$ cat config.mk
export PLATFORM = sky130hd
export DESIGN_NAME = rv32i_pc_gen
export DESIGN_NICKNAME = d
export VERILOG_FILES = /design/src/rtl/rv32i_pc_pkg.sv /design/src/rtl/rv32i_redir_arb.sv /design/src/rtl/rv32i_pc_gen.sv
export SDC_FILE = /design/constraint.sdc
export NUM_CORES = 1
export LEC_CHECK = 0
export CAP_MARGIN = 10
export CORE_MARGIN = 10
export CORE_UTILIZATION = 41
export DETAILED_ROUTE_END_ITERATION = 10
export MAX_ROUTING_LAYER = met4
export PLACE_DENSITY = 0.94
export SLEW_MARGIN = 20
export SYNTH_ARGS = -nofsm -noshare
export SYNTH_HDL_FRONTEND = slang
export SYNTH_SLANG_ARGS = --single-unit
$ cat constraint.sdc
create_clock -name clk -period 2.5 [get_ports clk]
set_input_delay 0.625 -clock clk [delete_from_list [all_inputs] [get_ports clk]]
set_output_delay 0.625 -clock clk [all_outputs]
set_load 0.02 [all_outputs]
$ cat src/rtl/rv32i_pc_pkg.sv
// Shared types and default constants for the RV32I fetch PC generator.
package rv32i_pc_pkg;

    // Two-state fetch FSM: one dead cycle after reset, then continuous issue.
    typedef enum logic [0:0] {
        StBoot = 1'b0,
        StRun  = 1'b1
    } pc_state_e;

    localparam logic [31:0] DEFAULT_RESET_VECTOR = 32'h0000_0000;
    localparam logic [31:0] DEFAULT_TRAP_VECTOR  = 32'h0000_0100;
    localparam int unsigned DEFAULT_PC_STEP      = 4;

    // Low address bits that must be clear for a legal 32-bit instruction fetch.
    localparam logic [1:0] MISALIGN_MASK = 2'b11;

    function automatic logic is_misaligned(input logic [1:0] low_bits);
        return (low_bits & MISALIGN_MASK) != 2'b00;
    endfunction

endpackage

$ cat src/rtl/rv32i_redir_arb.sv
// Fixed-priority arbiter over redirect channels; channel 0 wins.
module rv32i_redir_arb #(
    parameter int unsigned NUM_REDIR = 4,
    parameter int unsigned XLEN      = 32,
    parameter int unsigned IDX_W     = (NUM_REDIR > 1) ? $clog2(NUM_REDIR) : 1
) (
    input  logic [NUM_REDIR-1:0]      redir_valid,
    input  logic [NUM_REDIR*XLEN-1:0] redir_target,
    output logic                      any_valid,
    output logic [IDX_W-1:0]          sel_idx,
    output logic [XLEN-1:0]           sel_target
);

    // Scan from the lowest-priority channel upward so the lowest requesting index is kept last.
    always_comb begin
        any_valid  = 1'b0;
        sel_idx    = '0;
        sel_target = '0;
        for (int i = NUM_REDIR - 1; i >= 0; i--) begin
            if (redir_valid[i]) begin
                any_valid  = 1'b1;
                sel_idx    = IDX_W'(i);
                sel_target = redir_target[i*XLEN +: XLEN];
            end
        end
    end

endmodule

$ cat src/rtl/rv32i_pc_gen.sv
// Fetch PC register and next-PC selection with prioritised redirects and
// misaligned-target trapping.
module rv32i_pc_gen
    import rv32i_pc_pkg::*;
#(
    parameter int unsigned     XLEN         = 32,
    parameter int unsigned     NUM_REDIR    = 4,
    parameter logic [XLEN-1:0] RESET_VECTOR = XLEN'(DEFAULT_RESET_VECTOR),
    parameter logic [XLEN-1:0] TRAP_VECTOR  = XLEN'(DEFAULT_TRAP_VECTOR),
    parameter int unsigned     PC_STEP      = DEFAULT_PC_STEP
) (
    input  logic                      clk,
    input  logic                      rst_n,
    input  logic [NUM_REDIR-1:0]      redir_valid,
    input  logic [NUM_REDIR*XLEN-1:0] redir_target,
    input  logic                      fetch_ready,
    output logic                      fetch_valid,
    output logic [XLEN-1:0]           fetch_pc,
    output logic                      redir_taken,
    output logic                      misalign_valid,
    output logic [XLEN-1:0]           misalign_addr
);

    localparam int unsigned IDX_W = (NUM_REDIR > 1) ? $clog2(NUM_REDIR) : 1;

    pc_state_e        state_q;
    logic             any_redir;
    logic [IDX_W-1:0] sel_idx;
    logic [XLEN-1:0]  sel_target;
    logic             sel_misaligned;

    rv32i_redir_arb #(
        .NUM_REDIR (NUM_REDIR),
        .XLEN      (XLEN),
        .IDX_W     (IDX_W)
    ) u_arb (
        .redir_valid  (redir_valid),
        .redir_target (redir_target),
        .any_valid    (any_redir),
        .sel_idx      (sel_idx),
        .sel_target   (sel_target)
    );

    assign sel_misaligned = is_misaligned(sel_target[1:0]);

    // The arbiter must only ever pick a channel that is actually requesting.
    always_comb begin
        if (any_redir) begin
            assert (redir_valid[sel_idx]);
        end
    end

    // FSM, PC register and registered status pulses.
    always_ff @(posedge clk or negedge rst_n) begin
        if (!rst_n) begin
            state_q        <= StBoot;
            fetch_valid    <= 1'b0;
            fetch_pc       <= RESET_VECTOR;
            redir_taken    <= 1'b0;
            misalign_valid <= 1'b0;
            misalign_addr  <= '0;
        end else begin
            redir_taken    <= any_redir;
            misalign_valid <= any_redir && sel_misaligned;

            // A redirect flushes any un-accepted fetch, so it outranks the handshake.
            if (any_redir) begin
                if (sel_misaligned) begin
                    fetch_pc      <= TRAP_VECTOR;
                    misalign_addr <= sel_target;
                end else begin
                    fetch_pc <= sel_target;
                end
            end else if (fetch_valid && fetch_ready) begin
                fetch_pc <= fetch_pc + XLEN'(PC_STEP);
            end

            case (state_q)
                StBoot: begin
                    state_q     <= StRun;
                    fetch_valid <= 1'b1;
                end
                StRun: begin
                    state_q     <= StRun;
                    fetch_valid <= 1'b1;
                end
                default: begin
                    state_q     <= StBoot;
                    fetch_valid <= 1'b0;
                end
            endcase
        end
    end

endmodule
==> run_1/met1.png <==
Bar = 20 um. Supply wires on this layer in gray.
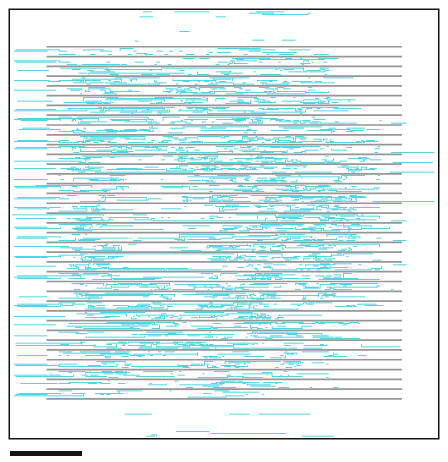
share of all routed wire: 40%
longest straight run: 40.0 um
nets with wire on the layer: 742

==> run_1/met2.png <==
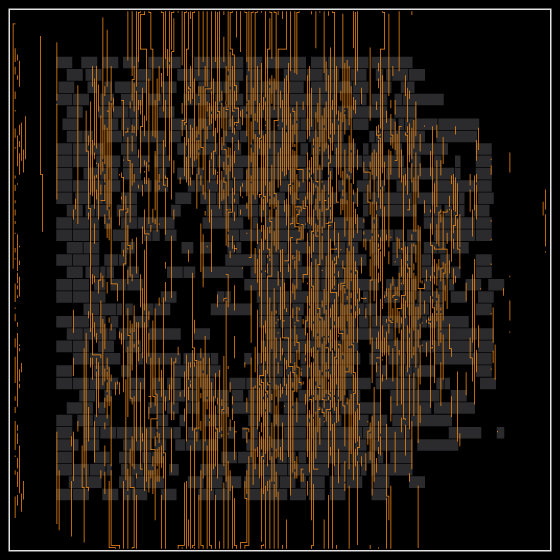
wire length on this layer: 8430 um
share of all routed wire: 48%
vias after detailed routing: 4732
met2 global-route usage: 39.32%

==> run_1/met3.png <==
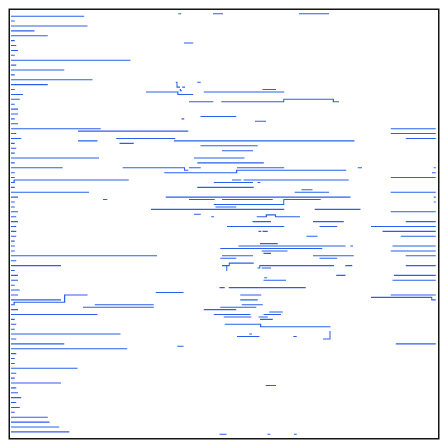
wire length on this layer: 1770 um
share of all routed wire: 10%
main direction: horizontal
nets with wire on the layer: 176
longest straight run: 51.1 um
Detailed Route WL: 17690 um
global-route track usage on met3: 6.282%

==> impl_metrics.py, run 1 <==
# Auto-generated metrics
metrics = {
    "final_layout": {
        "num_antenna_cells": 0,
        "drive_above_1_share_pct": 9.781,
        "fin_area_sq_um": 6595,
        "finalNetCount": 816,
        "area_growth_syn_to_layout_pct": 64.05,
        "finish.utilization_pct": 68.10,
    },
    "setup_path": {
        "crit_path_max_delay_cell_type": "sky130_fd_sc_hd__clkdlybuf4s50_1",
        "regToRegEndpoint": "fetch_pc[20]",
        "critPathArrivalTime_ps": 2450,
        "regToRegSetupSlack_ps": 370,
        "worstPathBufferInverterCount": 2,
        "worstPathMaxFanout": 5,
        "setup.worst_path.end_class": "flip-flop",
        "critPathMaxStageDelay_ps": 530,
        "worst_ep_required_time_ps": 2720,
        "critical_path_class": "in -> reg",
        "worst_path_most_repeated_cell": "sky130_fd_sc_hd__a211oi_1",
        "crit_chain": "clkdlybuf4s50_1 -> a211oi_1 -> a211oi_1 -> nor2_1 -> buf_4 -> a2111oi_0 -> o22ai_1",
        "crit_cells": 7,
        "critical_path.startpoint_type": "input port",
        "r2r.worst_path.cells": 6,
        "worstReg2RegStart": "fetch_pc[2]",
        "crit_family": "AND-OR/OR-AND gates",
    },
    "clock_tree": {
        "total_clock_sinks": 67,
        "numCtsBuffers": 9,
        "register_clock_pin_slew_on_the_reported_worst_setup_and_hold_paths_ps": 70,
        "number_of_buffers_between_clock_root_and_the_deepest_sink": 2,
        "cts.hold.buffers_added": 0,
        "clk-insertion-delay-late_ps": 350,
        "clk_root_buffer_cell": "sky130_fd_sc_hd__clkbuf_8",
        "cts-htree-levels": 3,
        "cts_tree": "yes",
        "postCtsSetupRepairBufs": 0,
        "post_cts_resized": 0,
    },
    "detailed_routing": {
        "via_per_inst": 5.785,
        "first_iter_violations": 424,
        "first_pass_iters": 5,
        "antenna_violating_nets_post_route": 0,
        "drcViolationCount": 0,
        "post_drt_wl_per_cell_um": 21.63,
    },
    "job": {
        "drv_cap": 0,
        "openroad_warning_count": 26,
    },
    "yosys": {
        "biggest_area_cells": "sky130_fd_sc_hd__dfrtp_1 (42%), sky130_fd_sc_hd__a21oi_1 (7.2%), sky130_fd_sc_hd__a221oi_1 (5.0%)",
        "synth_async_sr_flop_share_pct": 100.0,
        "ys_top_cells_by_count": "sky130_fd_sc_hd__dfrtp_1 (67), sky130_fd_sc_hd__a21oi_1 (58), sky130_fd_sc_hd__nor2_1 (43), sky130_fd_sc_hd__nor3_1 (29), sky130_fd_sc_hd__nor2b_1 (26)",
        "synth_cell_type_count": 52,
        "floorplan.nets": 603,
        "synth_flop_count": 67,
        "library_cell_occupying_the_most_area_in_the_post_synthesis_netlist": "sky130_fd_sc_hd__dfrtp_1",
        "yosys-stat-cells": 467,
        "yosysChipArea_sq_um": 4020,
        "synth_area_sq_um": 4020,
        "syn_inst": 467,
        "ys_warn_count": 0,
        "yosysSeqAreaShare_pct": 41.71,
        "synth_largest_type_area_fraction_pct": 41.71,
        "syn_avg_cell_area_sq_um": 8.608,
        "ff_type": "sky130_fd_sc_hd__dfrtp_1",
        "synth_dominant_cell_count": "sky130_fd_sc_hd__dfrtp_1",
        "edf_count": 0,
    },
    "floorplan": {
        "core-area_sq_um": 9684,
        "ports_placed_on_the_boundary": 202,
        "fp.dieArea_sq_um": 14170,
        "floorplan.rows": 36,
        "fp.dieW_um": 119.0,
        "chipHeight_um": 119.0,
        "fp_util_pct": 41.51,
    },
    "grt": {
        "grt_start_max_net_pins": 68,
        "global_route.peak_usage_layer": "met2",
        "grt_pass1_wl_um": 27510,
        "grt_pass1_vias": 4983,
        "grt_overflow": 0,
        "number_of_antenna_violations_at_the_first_check_in_global_routing": 0,
        "track_usage_pct": 24.93,
        "grt_util_met1_pct": 30.49,
    },
    "sta": {
        "worst_hold_slack_ps": 281.0,
        "worst_slack_ps": 271.8,
        "final_skew_ps": 8.698,
        "finalCritPeriodShare_pct": 89.13,
        "final_report_hold_violation_count": 0,
        "timing.final.max_slew_violations": 0,
        "clock_period_minus_worst_slack_ps": 2228,
        "number_of_failing_setup_endpoints_in_the_final_timing_report": 0,
        "rsz0062_at_grt": "no",
        "fmax_mhz": 448.8,
    },
    "power": {
        "totalPowerFinal_w": 0.003367,
        "ir_drop_v": 0.0002321,
        "power_density_nw_per_um2": 510.5,
        "static-leakage-power_nw": 2.551,
    },
    "place": {
        "total_cell_area_at_the_placement_stage_sq_um": 6369,
        "dp_hpwl_um": 14210,
        "detailedPlace.worstSlack_ps": -81.87,
        "io_buffer_count": 201,
        "globalplace.congestion": 0.9091,
    },
    "worst_hold_path": {
        "hp-class": "in -> async",
    },
    "status": {
        "run_status": "finished, final reports clean",
    },
}
## run 1: power breakdown
| group | switching [W] | internal (W) | total (W) |
|---|---|---|---|
| clock network | 0.000406 | 0.000610 | 0.00102 |
| registers | 0.0000992 | 0.00119 | 0.00129 |
| logic | 0.000508 | 0.000552 | 0.00106 |
| total | 0.00101 | 0.00235 | 0.00337 |
## run 1: per-layer routing
layer / wire (um) / share of wire (%)
met1: 6994 / 40
met2: 8430 / 48
met3: 1774 / 10
met4: 495 / 2.8
met5: 0 / 0
## run 1: metrics by stage
step / std cells / setup TNS (ps)
4_1_cts: 818 / 0
2_1_floorplan: 467 / 0
5_1_grt: 818 / 0
3_5_place_dp: 802 / -535.7
6_report: 818 / 0
3_3_place_gp: 802 / -59.23
## run 1: flip-flops by register name (all words and copies together), names as in the netlist
signal / cells
misalign_addr: 32
misalign_valid: 1
state_q: 1
redir_taken: 1
fetch_pc: 32
## run 1: how the worst max path moves through the flow
stage                              start                 to  slack, ps
after global placement    redir_valid[2]       fetch_pc[12]        -40
final                     redir_valid[2]       fetch_pc[12]        270
after global routing      redir_valid[2]  misalign_addr[31]        150
after detailed placement  redir_valid[2]       fetch_pc[12]        -80
after floorplan           redir_valid[2]  misalign_addr[17]        400
after CTS                 redir_valid[2]       fetch_pc[12]        270
## run 1: area by class of cell
class                   count  area (sq um)
repair buffers            244          2370
flip-flops and latches     67          1677
fillers                   779          3089
multi-input cells         343          2100
well taps                 133         166.4
clock inverters             5         75.07
inverters                  15         56.30
clock buffers              11         151.4
## run 1: cell families (layout without fill, tap and decap cells)
family,Yosys count,after routing,synth area share (%)
flip-flops,67,67,41.71
adder cells (fa/ha/maj),1,1,0.3112
buffers and inverters,57,275,6.131
AND-OR/OR-AND,156,156,25.80
XOR/XNOR,13,13,2.832
multiplexers,4,4,1.058
AND/OR/NAND/NOR,168,168,22.07
other,1,1,0.09328
## run 1: placed cells by master (no fill, tap or decap), types with 13 or more instances in the layout
| cell | count |
|---|---|
| sky130_fd_sc_hd__clkdlybuf4s50_1 | 198 |
| sky130_fd_sc_hd__a21oi_1 | 58 |
| sky130_fd_sc_hd__dfrtp_1 | 67 |
| sky130_fd_sc_hd__nor2_1 | 43 |
| sky130_fd_sc_hd__nor2b_1 | 25 |
| sky130_fd_sc_hd__nand2_1 | 19 |
| sky130_fd_sc_hd__nor3_1 | 29 |
| sky130_fd_sc_hd__inv_1 | 13 |
| sky130_fd_sc_hd__a221oi_1 | 23 |
| sky130_fd_sc_hd__o22ai_1 | 18 |
| sky130_fd_sc_hd__buf_4 | 39 |
## run 1: worst reg2reg max path: stages (launching register included)
cell and delay [ps]:
sky130_fd_sc_hd__dfrtp_1 480, sky130_fd_sc_hd__ha_1 290, sky130_fd_sc_hd__and4_1 250, sky130_fd_sc_hd__nand3_1 330
sky130_fd_sc_hd__nor4_1 360, sky130_fd_sc_hd__nor3_1 90, sky130_fd_sc_hd__a211oi_1 240
==> run_1/final_congestion.png <==
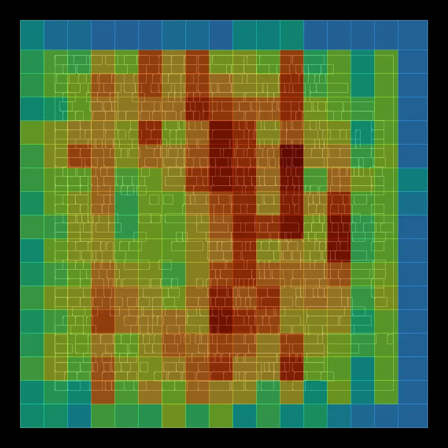

==> run 2, diff against run 1 <==
--- a/config.mk
+++ b/config.mk
@@ -6,11 +6,12 @@
 export NUM_CORES = 1
 export LEC_CHECK = 0
 export CAP_MARGIN = 10
-export CORE_MARGIN = 10
+export CORE_MARGIN = 2
 export CORE_UTILIZATION = 41
 export DETAILED_ROUTE_END_ITERATION = 10
 export MAX_ROUTING_LAYER = met4
 export PLACE_DENSITY = 0.94
+export SKIP_LAST_GASP = 1
 export SLEW_MARGIN = 20
 export SYNTH_ARGS = -nofsm -noshare
 export SYNTH_HDL_FRONTEND = slang
==> run_2/final_congestion.png <==
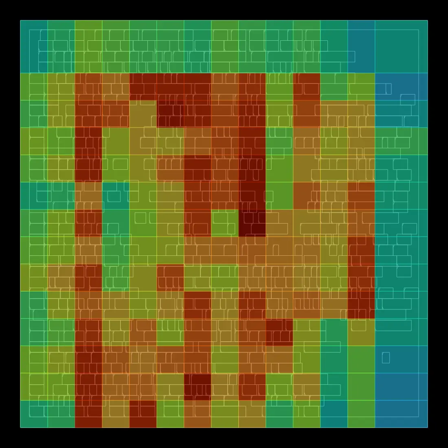
grt peak-use layer: met2
per-cell routed wire length: 19.13 um
Post-Route Utilization: 67.29%
Global Route Usage Sum: 30.24%
met2 global-route usage: 46.40%

==> run 2 against run 1 <==
Critical path type unchanged. Synthesized cell count unchanged. Maximum frequency decreased by 4.9%. Global-route usage increased by 5.3 points. Die size decreased by 25%. Combinational power decreased by 4%. Synthesized area unchanged. Flip-flop count unchanged. Non-clock buffer count decreased by 4. Worst hold slack got worse by 43 ps. Critical path depth unchanged.
==> impl_metrics.py, run 2 <==
# Auto-generated metrics
metrics = {
    "sta": {
        "worst_slack_ps": 157.1,
        "clock_period_minus_worst_slack_ps": 2343,
        "fmax_mhz": 426.8,
        "timing.final.max_slew_violations": 0,
        "rsz0062_at_grt": "no",
        "timing.setup.tns_ps": 0,
        "worst_hold_slack_ps": 237.7,
        "final_skew_ps": 9.032,
        "relSlewSlack_pct": 58.75,
        "tightest_slew_ps": 613.6,
        "final_report_hold_violation_count": 0,
        "finalCritPeriodShare_pct": 93.72,
        "number_of_failing_setup_endpoints_in_the_final_timing_report": 0,
    },
    "place": {
        "globalplace.congestion": 0.9160,
        "io_buffer_count": 201,
        "dp_hpwl_um": 12260,
        "total_cell_area_at_the_placement_stage_sq_um": 6326,
        "detailedPlace.worstSlack_ps": -184.8,
    },
    "job": {
        "openroad_warning_count": 26,
        "drv_cap": 0,
    },
    "yosys": {
        "synth_largest_type_area_fraction_pct": 41.71,
        "syn_avg_cell_area_sq_um": 8.608,
        "yosysSeqAreaShare_pct": 41.71,
        "yosysChipArea_sq_um": 4020,
        "floorplan.nets": 603,
        "syn_inst": 467,
        "synth_dominant_cell_count": "sky130_fd_sc_hd__dfrtp_1",
        "library_cell_occupying_the_most_area_in_the_post_synthesis_netlist": "sky130_fd_sc_hd__dfrtp_1",
        "synth_flop_count": 67,
        "synth_area_sq_um": 4020,
        "synth_async_sr_flop_share_pct": 100.0,
        "edf_count": 0,
        "biggest_area_cells": "sky130_fd_sc_hd__dfrtp_1 (42%), sky130_fd_sc_hd__a21oi_1 (7.2%), sky130_fd_sc_hd__a221oi_1 (5.0%)",
        "yosys-stat-cells": 467,
        "ff_type": "sky130_fd_sc_hd__dfrtp_1",
        "ys_top_cells_by_count": "sky130_fd_sc_hd__dfrtp_1 (67), sky130_fd_sc_hd__a21oi_1 (58), sky130_fd_sc_hd__nor2_1 (43), sky130_fd_sc_hd__nor3_1 (29), sky130_fd_sc_hd__nor2b_1 (26)",
        "synth_cell_type_count": 52,
        "ys_warn_count": 0,
    },
    "power": {
        "power.clock.fraction_pct": 25.6,
        "combinationalPowerShare_pct": 33.0,
        "p_int_w": 0.002106,
        "static-leakage-power_nw": 2.494,
        "power.share.sequential_pct": 41.5,
        "power_density_nw_per_um2": 479.0,
        "total_switching_power_w": 0.001001,
        "netSwitchingFraction_pct": 32.21,
        "ir_drop_v": 0.0002003,
    },
    "clock_tree": {
        "cts_tree": "yes",
        "total_clock_sinks": 67,
        "cts.hold.buffers_added": 0,
        "clk-insertion-delay-late_ps": 360,
        "clk_root_buffer_cell": "sky130_fd_sc_hd__clkbuf_8",
        "register_clock_pin_slew_on_the_reported_worst_setup_and_hold_paths_ps": 70,
        "cts-htree-levels": 3,
        "postCtsSetupRepairBufs": 0,
        "number_of_buffers_between_clock_root_and_the_deepest_sink": 2,
        "numCtsBuffers": 9,
        "post_cts_resized": 0,
    },
    "grt": {
        "grt_pass1_wl_um": 23600,
        "number_of_antenna_violations_at_the_first_check_in_global_routing": 0,
        "grt_overflow": 0,
        "grt_start_max_net_pins": 50,
        "grt_pass1_vias": 4476,
    },
    "floorplan": {
        "fp.dieW_um": 103.0,
        "fp.dieArea_sq_um": 10610,
        "floorplan.rows": 36,
        "fp_util_pct": 41.71,
        "ports_placed_on_the_boundary": 202,
        "core-area_sq_um": 9639,
        "chipHeight_um": 103.0,
    },
    "setup_path": {
        "worstReg2RegStart": "fetch_pc[5]",
        "r2r.worst_path.cells": 5,
        "critPathArrivalTime_ps": 2560,
        "regToRegSetupSlack_ps": 430,
        "critical_path_class": "in -> reg",
        "worst_setup_path_startpoint": "redir_valid[2]",
        "critical_path.startpoint_type": "input port",
        "regToRegEndpoint": "fetch_pc[28]",
        "setup.worst_path.end_class": "flip-flop",
        "crit_path_end": "fetch_pc[7]",
        "worst_ep_required_time_ps": 2720,
        "worstPathMaxFanout": 10,
    },
    "final_layout": {
        "drive_above_1_share_pct": 8.824,
        "layout_top_cell_excl_fill_tap": "sky130_fd_sc_hd__clkdlybuf4s50_1",
        "area_growth_syn_to_layout_pct": 61.34,
        "fin_area_sq_um": 6486,
        "num_antenna_cells": 0,
        "registers_with_the_most_flip_flops": "fetch_pc (32), misalign_addr (32)",
        "finalNetCount": 812,
        "final.fill_count": 783,
        "most-common-layout-cells": "sky130_fd_sc_hd__clkdlybuf4s50_1 (198), sky130_fd_sc_hd__dfrtp_1 (67), sky130_fd_sc_hd__a21oi_1 (58), sky130_fd_sc_hd__nor2_1 (43), sky130_fd_sc_hd__buf_4 (36)",
    },
    "worst_hold_path": {
        "hp-class": "in -> async",
    },
    "detailed_routing": {
        "first_iter_violations": 315,
        "via_per_inst": 5.812,
        "dr_total_vias": 4725,
        "antenna_violating_nets_post_route": 0,
        "drt-total-wl_um": 15550,
        "drcViolationCount": 0,
        "first_pass_iters": 6,
    },
    "status": {
        "run_status": "finished, final reports clean",
    },
}
==> run 2: cell types whose count changed in the layout (fill, tap and decap cells not counted), sizes merged <==
cell    previous run  this run
clkbuf            11        12
buf               46        42
bufinv             2         0
==> run 2: metrics by stage <==
| step | power, W | utilization (%) | instances |
|---|---|---|---|
| after CTS | 0.003106 | 67.29 | 813 |
| after floorplan | 0.001712 | - | 467 |
| after detailed placement | 0.002326 | 65.63 | 798 |
| after global routing | 0.003229 | 67.29 | 813 |
| final | 0.003107 | 67.29 | 813 |
| after global placement | 0.002301 | 65.63 | 798 |
==> run 2: critical path: stages <==
cell and delay, ps:
sky130_fd_sc_hd__clkdlybuf4s50_1 570, sky130_fd_sc_hd__buf_4 220, sky130_fd_sc_hd__nor4_4 390, sky130_fd_sc_hd__buf_4 230, sky130_fd_sc_hd__nand2_1 170, sky130_fd_sc_hd__nand2_1 240, sky130_fd_sc_hd__o32ai_1 110
==> run 2: kinds of logic after synthesis <==
| logic type | synth area share (%) |
|---|---|
| compound gates | 25.80 |
| simple gates | 22.07 |
| other cells | 0.09328 |
| fa+ha+maj | 0.3112 |
| mux | 1.058 |
| xor+xnor | 2.832 |
| buf+inv | 6.131 |
| flops | 41.71 |
==> run 2: area by class of cell <==
cell class | count | area (sq um) | area share [%]
Multi-Input combinational cell | 343 | 2100 | 32.37
Inverter | 15 | 56.30 | 0.8681
Clock buffer | 12 | 145.1 | 2.238
Sequential cell | 67 | 1677 | 25.85
Clock inverter | 3 | 15.01 | 0.2315
Timing Repair Buffer | 240 | 2327 | 35.88
Tap cell | 133 | 166.4 | 2.566
==> run 2: worst min-delay path by stage <==
stage	from	endpoint	slack [ps]
2_1_floorplan	rst_n	fetch_pc[0]	330
5_1_grt	rst_n	misalign_addr[15]	280
4_1_cts	rst_n	misalign_addr[15]	260
3_5_place_dp	misalign_addr[20]	misalign_addr[20]	470
6_report	rst_n	misalign_addr[15]	240
3_3_place_gp	misalign_addr[1]	misalign_addr[1]	460
==> run 2: routing by layer <==
| layer | routed length [um] | track usage (%) | vias to the layer above |
|---|---|---|---|
| met3 | 1179 | 3.051 | 62 |
| met5 | 0 | - | - |
| li1 | - | - | 2163 |
| met2 | 7397 | 46.40 | 292 |
| met1 | 6279 | 39.82 | 2208 |
| met4 | 692 | 15.28 | 0 |
==> run 2: power groups by stage <==
stage / Clock (W) / Sequential, W / Combinational, W
finish: 0.000794 / 0.00129 / 0.00102
global route: 0.000832 / 0.00130 / 0.00110
CTS: 0.000795 / 0.00129 / 0.00102
detailed placement: 0 / 0.00131 / 0.00102
global placement: 0 / 0.00130 / 0.00100
floorplan: 0 / 0.00142 / 0.000296
No activity file was given, so power comes from the tool's default toggle rates.
